--- src/rtl/data_sync_mc.sv ---
// Multi-channel enable-qualified bus synchroniser: per-channel capture into holding
// registers, merged round-robin onto a single valid/ready output with a channel tag.
module data_sync_mc #(
  parameter int unsigned NUM_STAGES  = 2,
  parameter int unsigned DATA_WIDTH  = 8,
  parameter int unsigned NUM_CH      = 4,
  parameter int unsigned TOGGLE_MODE = 0,
  parameter int unsigned CHW         = 2
) (
  input  logic                         CLK,
  input  logic                         RST,
  input  logic [NUM_CH*DATA_WIDTH-1:0] unsync_bus,
  input  logic [NUM_CH-1:0]            bus_enable,
  output logic [NUM_CH-1:0]            enable_pulse,
  output logic                         out_valid,
  input  logic                         out_ready,
  output logic [DATA_WIDTH-1:0]        out_data,
  output logic [CHW-1:0]               out_chan,
  output logic [NUM_CH-1:0]            overrun,
  input  logic [NUM_CH-1:0]            overrun_clr
);

  localparam int unsigned IW = (NUM_CH > 1) ? $clog2(NUM_CH) : 1;

  logic [NUM_CH-1:0]     sync_q [NUM_STAGES];
  logic [NUM_CH-1:0]     sync_d [NUM_STAGES];
  logic [NUM_CH-1:0]     en_d_q, en_d_d;
  logic [DATA_WIDTH-1:0] hold_q [NUM_CH];
  logic [DATA_WIDTH-1:0] hold_d [NUM_CH];
  logic [NUM_CH-1:0]     hold_full_q, hold_full_d;
  logic [NUM_CH-1:0]     pulse_q, pulse_d;
  logic                  out_valid_q, out_valid_d;
  logic [DATA_WIDTH-1:0] out_data_q, out_data_d;
  logic [CHW-1:0]        out_chan_q, out_chan_d;
  logic [NUM_CH-1:0]     ovr_q, ovr_d;
  logic [IW-1:0]         ptr_q, ptr_d;

  logic [NUM_CH-1:0]     en_s_c, ev_c;
  logic                  load_c, take_c, gnt_found_c, granted_c;
  logic [IW-1:0]         gnt_idx_c, cand_c;

  always_comb begin
    for (int s = 0; s < NUM_STAGES; s++) sync_d[s] = (s == 0) ? bus_enable : sync_q[(s == 0) ? 0 : s - 1];
    en_s_c = sync_q[NUM_STAGES-1];
    en_d_d = en_s_c;
    ev_c   = (TOGGLE_MODE != 0) ? (en_s_c ^ en_d_q) : (en_s_c & ~en_d_q);

    // Round-robin search starting just after the last granted channel
    gnt_found_c = 1'b0;
    gnt_idx_c   = '0;
    cand_c      = '0;
    for (int unsigned k = 1; k <= NUM_CH; k++) begin
      cand_c = IW'((32'(ptr_q) + k) % NUM_CH);
      if (!gnt_found_c && hold_full_q[cand_c]) begin
        gnt_found_c = 1'b1;
        gnt_idx_c   = cand_c;
      end
    end
    load_c = !out_valid_q || out_ready;
    take_c = load_c && gnt_found_c;

    hold_full_d = hold_full_q;
    pulse_d     = ev_c;
    ovr_d       = ovr_q & ~overrun_clr;
    granted_c   = 1'b0;
    for (int i = 0; i < NUM_CH; i++) begin
      hold_d[i] = hold_q[i];
      granted_c = take_c && (gnt_idx_c == IW'(i));
      if (granted_c) hold_full_d[i] = 1'b0;
      // A word leaving this cycle frees the slot for a same-cycle capture
      if (ev_c[i]) begin
        if (!hold_full_q[i] || granted_c) begin
          hold_d[i]      = unsync_bus[i*DATA_WIDTH +: DATA_WIDTH];
          hold_full_d[i] = 1'b1;
        end else begin
          ovr_d[i] = 1'b1;
        end
      end
    end

    out_valid_d = out_valid_q;
    out_data_d  = out_data_q;
    out_chan_d  = out_chan_q;
    ptr_d       = ptr_q;
    if (load_c) begin
      out_valid_d = gnt_found_c;
      if (gnt_found_c) begin
        out_data_d = hold_q[gnt_idx_c];
        out_chan_d = CHW'(gnt_idx_c);
        ptr_d      = gnt_idx_c;
      end
    end
  end

  always_ff @(posedge CLK or negedge RST) begin
    if (!RST) begin
      for (int s = 0; s < NUM_STAGES; s++) sync_q[s] <= '0;
      for (int i = 0; i < NUM_CH; i++) hold_q[i] <= '0;
      en_d_q      <= '0;
      hold_full_q <= '0;
      pulse_q     <= '0;
      out_valid_q <= 1'b0;
      out_data_q  <= '0;
      out_chan_q  <= '0;
      ovr_q       <= '0;
      ptr_q       <= IW'(NUM_CH - 1);
    end else begin
      for (int s = 0; s < NUM_STAGES; s++) sync_q[s] <= sync_d[s];
      for (int i = 0; i < NUM_CH; i++) hold_q[i] <= hold_d[i];
      en_d_q      <= en_d_d;
      hold_full_q <= hold_full_d;
      pulse_q     <= pulse_d;
      out_valid_q <= out_valid_d;
      out_data_q  <= out_data_d;
      out_chan_q  <= out_chan_d;
      ovr_q       <= ovr_d;
      ptr_q       <= ptr_d;
    end
  end

  assign enable_pulse = pulse_q;
  assign out_valid    = out_valid_q;
  assign out_data     = out_data_q;
  assign out_chan     = out_chan_q;
  assign overrun      = ovr_q;

endmodule

--- config.mk ---
export PLATFORM = sky130hd
export DESIGN_NAME = data_sync_mc
export DESIGN_NICKNAME = d
export VERILOG_FILES = /design/src/rtl/data_sync_mc.sv
export SDC_FILE = /design/constraint.sdc
export NUM_CORES = 1
export LEC_CHECK = 0
export ABC_AREA = 1
export ABC_CLOCK_PERIOD_IN_PS = 2310
export CAP_MARGIN = 20
export CELL_PAD_IN_SITES_DETAIL_PLACEMENT = 0
export CELL_PAD_IN_SITES_GLOBAL_PLACEMENT = 2
export CORE_ASPECT_RATIO = 0.9
export CORE_MARGIN = 2
export CORE_UTILIZATION = 31
export CTS_CLUSTER_DIAMETER = 120
export DETAILED_ROUTE_END_ITERATION = 6
export HOLD_SLACK_MARGIN = 0.06
export PLACE_DENSITY = 0.79
export SLEW_MARGIN = 10
export SYNTH_ARGS = -nofsm -noshare
export SYNTH_HDL_FRONTEND = slang
export SYNTH_SLANG_ARGS = --single-unit
--- constraint.sdc ---
create_clock -name CLK -period 2.31 [get_ports CLK]
set_input_delay 0.3465 -clock CLK [delete_from_list [all_inputs] [get_ports CLK]]
set_output_delay 0.3465 -clock CLK [all_outputs]
set_load 0.01 [all_outputs]
Fig. 1: sequential cells grouped by signal name
Other sequential cells in the stronger gray, the rest of the logic in the fainter gray.
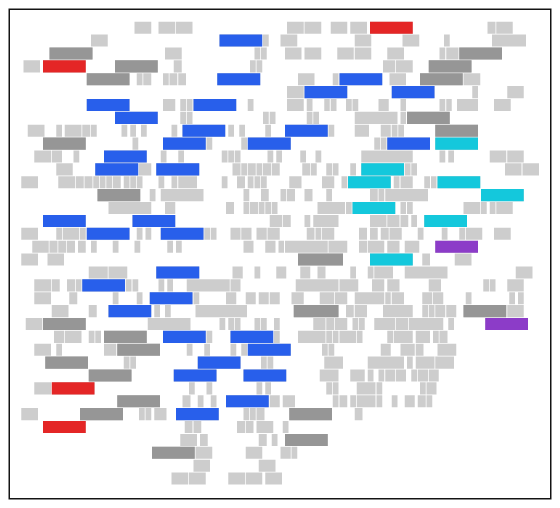
Purple stands for `out_chan`, flops 2. Red stands for `sync_d`, flops 4. Cyan stands for `out_data`, flops 8. Blue stands for `hold_q`, flops 32.
utilization of the core after routing: 0.4336
sequential power: 2.00 mW
combined flip-flop and latch cell area: 1729 um^2
Seq/total area: 0.3720

Fig. 2: signal wires on met2
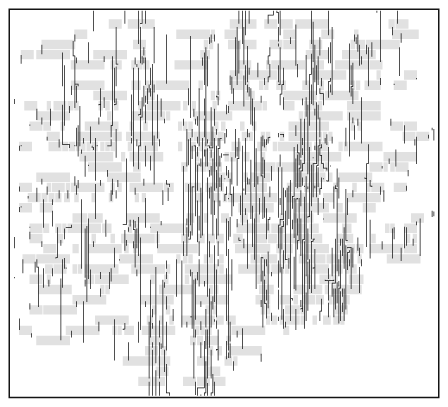
The longest straight run is 37.4 um. The layer holds 45% of the routed length. The layer carries 3680 um of wire. The wires run mostly vertical.
routed via count: 2784
global routing usage on met2: 0.2152

Fig. 3: the metal 3 layer
Scale bar: 20 um.
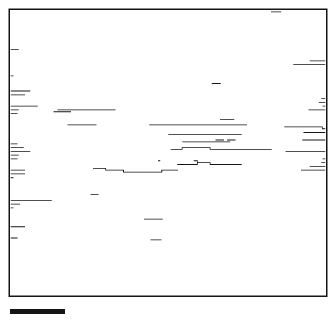
45 nets have wire on it. The wires run mostly horizontal.
detailed-route wire length: 8172 um
met3 Usage GRT: 0.03292

==> flow.log <==
[report] implementation figures
[metrics] area growth from synthesis to final layout: 37.64%
[metrics] Final period util: 0.9452
[metrics] via count of the first global-routing pass: roughly 2700
[metrics] critical path, cell by cell: inv_6 -> nand2_2 -> nand2_2 -> nand2_4 -> nand2_4 -> nor2_8 -> nand3b_1 -> nand2_2 -> clkinv_4 -> nand2_4 -> o21ai_4 -> buf_6 -> nand3_1 -> nand2_1
[metrics] IO Count: 62
[metrics] hold violation count in the final report: 0
[metrics] sequential cell area fraction in the yosys report: 0.5120
[metrics] WP data required: 2.53 ns
[metrics] maximum number of pins on one net before global-route repair: around 70
[metrics] crit-path max cell delay: 0.61 ns
[metrics] clk slew on worst S/H paths: approximately 0.060 ns
[metrics] TritonCTS clock tree: yes
[metrics] top area cells in the synthesized netlist: sky130_fd_sc_hd__dfrtp_1 (50%), sky130_fd_sc_hd__nand2_1 (15%), sky130_fd_sc_hd__nand3_1 (6.4%), sky130_fd_sc_hd__inv_1 (5.3%), sky130_fd_sc_hd__nand3_2 (3.3%)
[metrics] cell leakage power: around 2.3 nW
[metrics] fillcell total: around 1100
[metrics] outcome: completed
[metrics] Clk Tree Root Cell: sky130_fd_sc_hd__clkbuf_16
[metrics] minimum clock period: 2.183 ns
[metrics] Net Count, Synth: approximately 440
[metrics] Worst slew margin: 0.7466
[metrics] initial antenna violation count: 0
[metrics] full die area: around 12000 um^2
[metrics] vias per cell: between 4 and 5
[metrics] power consumption: just over 8 mW
[metrics] maximum buffer depth of the clock tree: 2
[metrics] maximum level of the CTS H-tree: 3
[metrics] Syn. warnings: 0
[metrics] worst setup path class: flop to flop
[metrics] number of design rule violations left after detail routing: 0
[metrics] highest ir drop seen on vdd: between 700 and 800 uV
[metrics] setup ws final: about 0.13 ns
[metrics] combined area of all synthesized cells: about 3400 um^2
[metrics] post-route ant nets: 0
[metrics] sinks on the clock net: slightly below 70
[metrics] Antenna Diode Count: 0
[metrics] commonest non-fill, non-tap cells in the layout: sky130_fd_sc_hd__nand2_1 (134), sky130_fd_sc_hd__dfrtp_1 (67), sky130_fd_sc_hd__clkdlybuf4s50_1 (60)
[metrics] cell count listed in synth_stat.txt: 393
[metrics] area leader, netlist: sky130_fd_sc_hd__dfrtp_1
[metrics] share of cells above drive strength 1: 0.1950
[metrics] Initial DRT Pass Iterations: 4
[metrics] post-route clock skew: approximately 0.0091 ns
[metrics] highest achievable clock rate: approximately 460 MHz
[metrics] number of rows created at floorplan: 36
[metrics] starting density of the core: 0.3150
[metrics] kind of start point of the critical path: flop
[metrics] count of routing violations after the opening detailed-route iteration: approximately 130
[metrics] area share of the leading cell type in the synthesized netlist: 0.4965
[metrics] path class of the lowest-slack min-delay path: flop to flop
[metrics] Insertion Delay late pin: ~0.33 ns
Fig. 4: gate families picked out
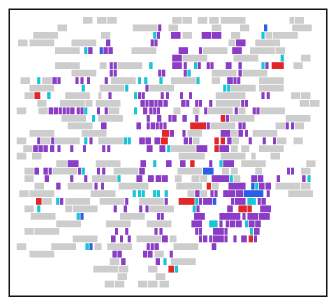
Blue stands for nor cells, cells 8, most used nor2_1. Purple stands for nand cells, cells 232, most used nand2_1. Red stands for aoi and oai cells, cells 17, most used o21ai_0. Cyan stands for inv cells, cells 51, most used inv_1.
most common library cell in the layout ignoring fill and taps: sky130_fd_sc_hd__nand2_1
Comb area share: 0.2980
final cell count without fillers: 615

Fig. 5: routing congestion map
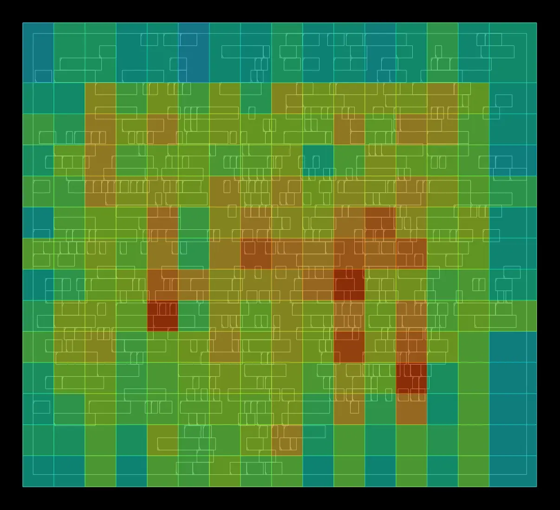
highest-utilization routing layer at the global route stage: met2
met1 track utilization from global routing: 0.2065
Routed WL per cell: 13.29 um
All-Layer GR Usage: 0.1442

## sequential cells by signal, indices dropped and copies added, names as in the netlist
name	count
en_d_d	4
en_d_q	4
enable_pulse	4
hold_full_q	4
hold_q	32
out_chan	2
out_data	8
out_valid	1
overrun	4
ptr_q	2
sync_d	4
## Yosys cell counts (all sizes together)
master,n
buf,13
nand3b,1
o22ai,4
nor2,8
dfstp,2
nand3,55
a21oi,3
inv,51
clkbuf,4
nand2,159
o21ai,8
dfrtp,67
nand4,16
o211ai,2
## kinds of logic after synthesis
group	Yosys count	share of synthesized area
AND-OR/OR-AND	17	0.03334
buffers and inverters	68	0.09522
flip-flops	69	0.5120
AND/OR/NAND/NOR	239	0.3594
## worst paths after layout
| check | start | to | slack, ns | cells past startpoint |
|---|---|---|---|---|
| setup / recovery | ptr_q[0] | hold_q[15] | 0.13 | 14 |
| min in group asynchronous | RST | overrun[3] | 0.57 | 3 |
| hold reg to reg | sync_d[2] | en_d_d[2] | 0.35 | 0 |
| max in group asynchronous | RST | ptr_q[0] | 1.40 | 3 |
| setup reg to reg | ptr_q[0] | hold_q[15] | 0.13 | 14 |
| hold / removal | sync_d[2] | en_d_d[2] | 0.35 | 0 |
## per-layer routing
layer / vias to the layer above / routed length, um / global-route usage
met5: - / 0 / 0
met4: 0 / 116 / 0.05066
met3: 9 / 409 / 0.03292
met2: 68 / 3679 / 0.2152
met1: 1298 / 3967 / 0.2065
li1: 1409 / - / -
## critical path: cells and delay by family (launching register included)
| kind | cells | cell delay, ns |
|---|---|---|
| DFF | 1 | 0.61 |
| and+or+nand+nor | 10 | 1.01 |
| buffers and inverters | 3 | 0.35 |
| AOI/OAI and AO/OA | 1 | 0.10 |
## repair_timing
| item | CTS | global route |
|---|---|---|
| hold endpoints to repair | 16 | 0 |
| gates resized | 0 | 21 |
| setup endpoints to repair | 0 | 45 |
| buffers inserted | 0 | 13 |
| hold buffers | 1 | 0 |
## layout make-up
class                           count  area, um^2  area share
Sequential cell                    69        1729      0.3720
Multi-Input combinational cell    257        1385      0.2980
Clock buffer                       10       229.0     0.04926
Tap cell                          133       166.4     0.03580
Inverter                           51       201.4     0.04334
Timing Repair Buffer               89       843.3      0.1814
Clock inverter                      6       93.84     0.02019
## metrics by stage
stage / utilization / setup TNS [ns] / instances
after floorplan: - / 0 / 393
after global placement: 0.3861 / 0 / 584
after detailed placement: 0.3861 / 0 / 584
after CTS: 0.4171 / 0 / 601
after global routing: 0.4336 / -0.03181 / 615
final: 0.4336 / 0 / 615
## report_power, final
| part | switching (mW) | leakage, nW | total [mW] | internal (mW) |
|---|---|---|---|---|
| clock network | 0.535 | 0.154 | 1.49 | 0.955 |
| logic | 2.87 | 1.34 | 4.73 | 1.86 |
| registers | 0.314 | 0.844 | 2.00 | 1.69 |
Power figures rest on the tool's default switching activity, not on a simulated workload.
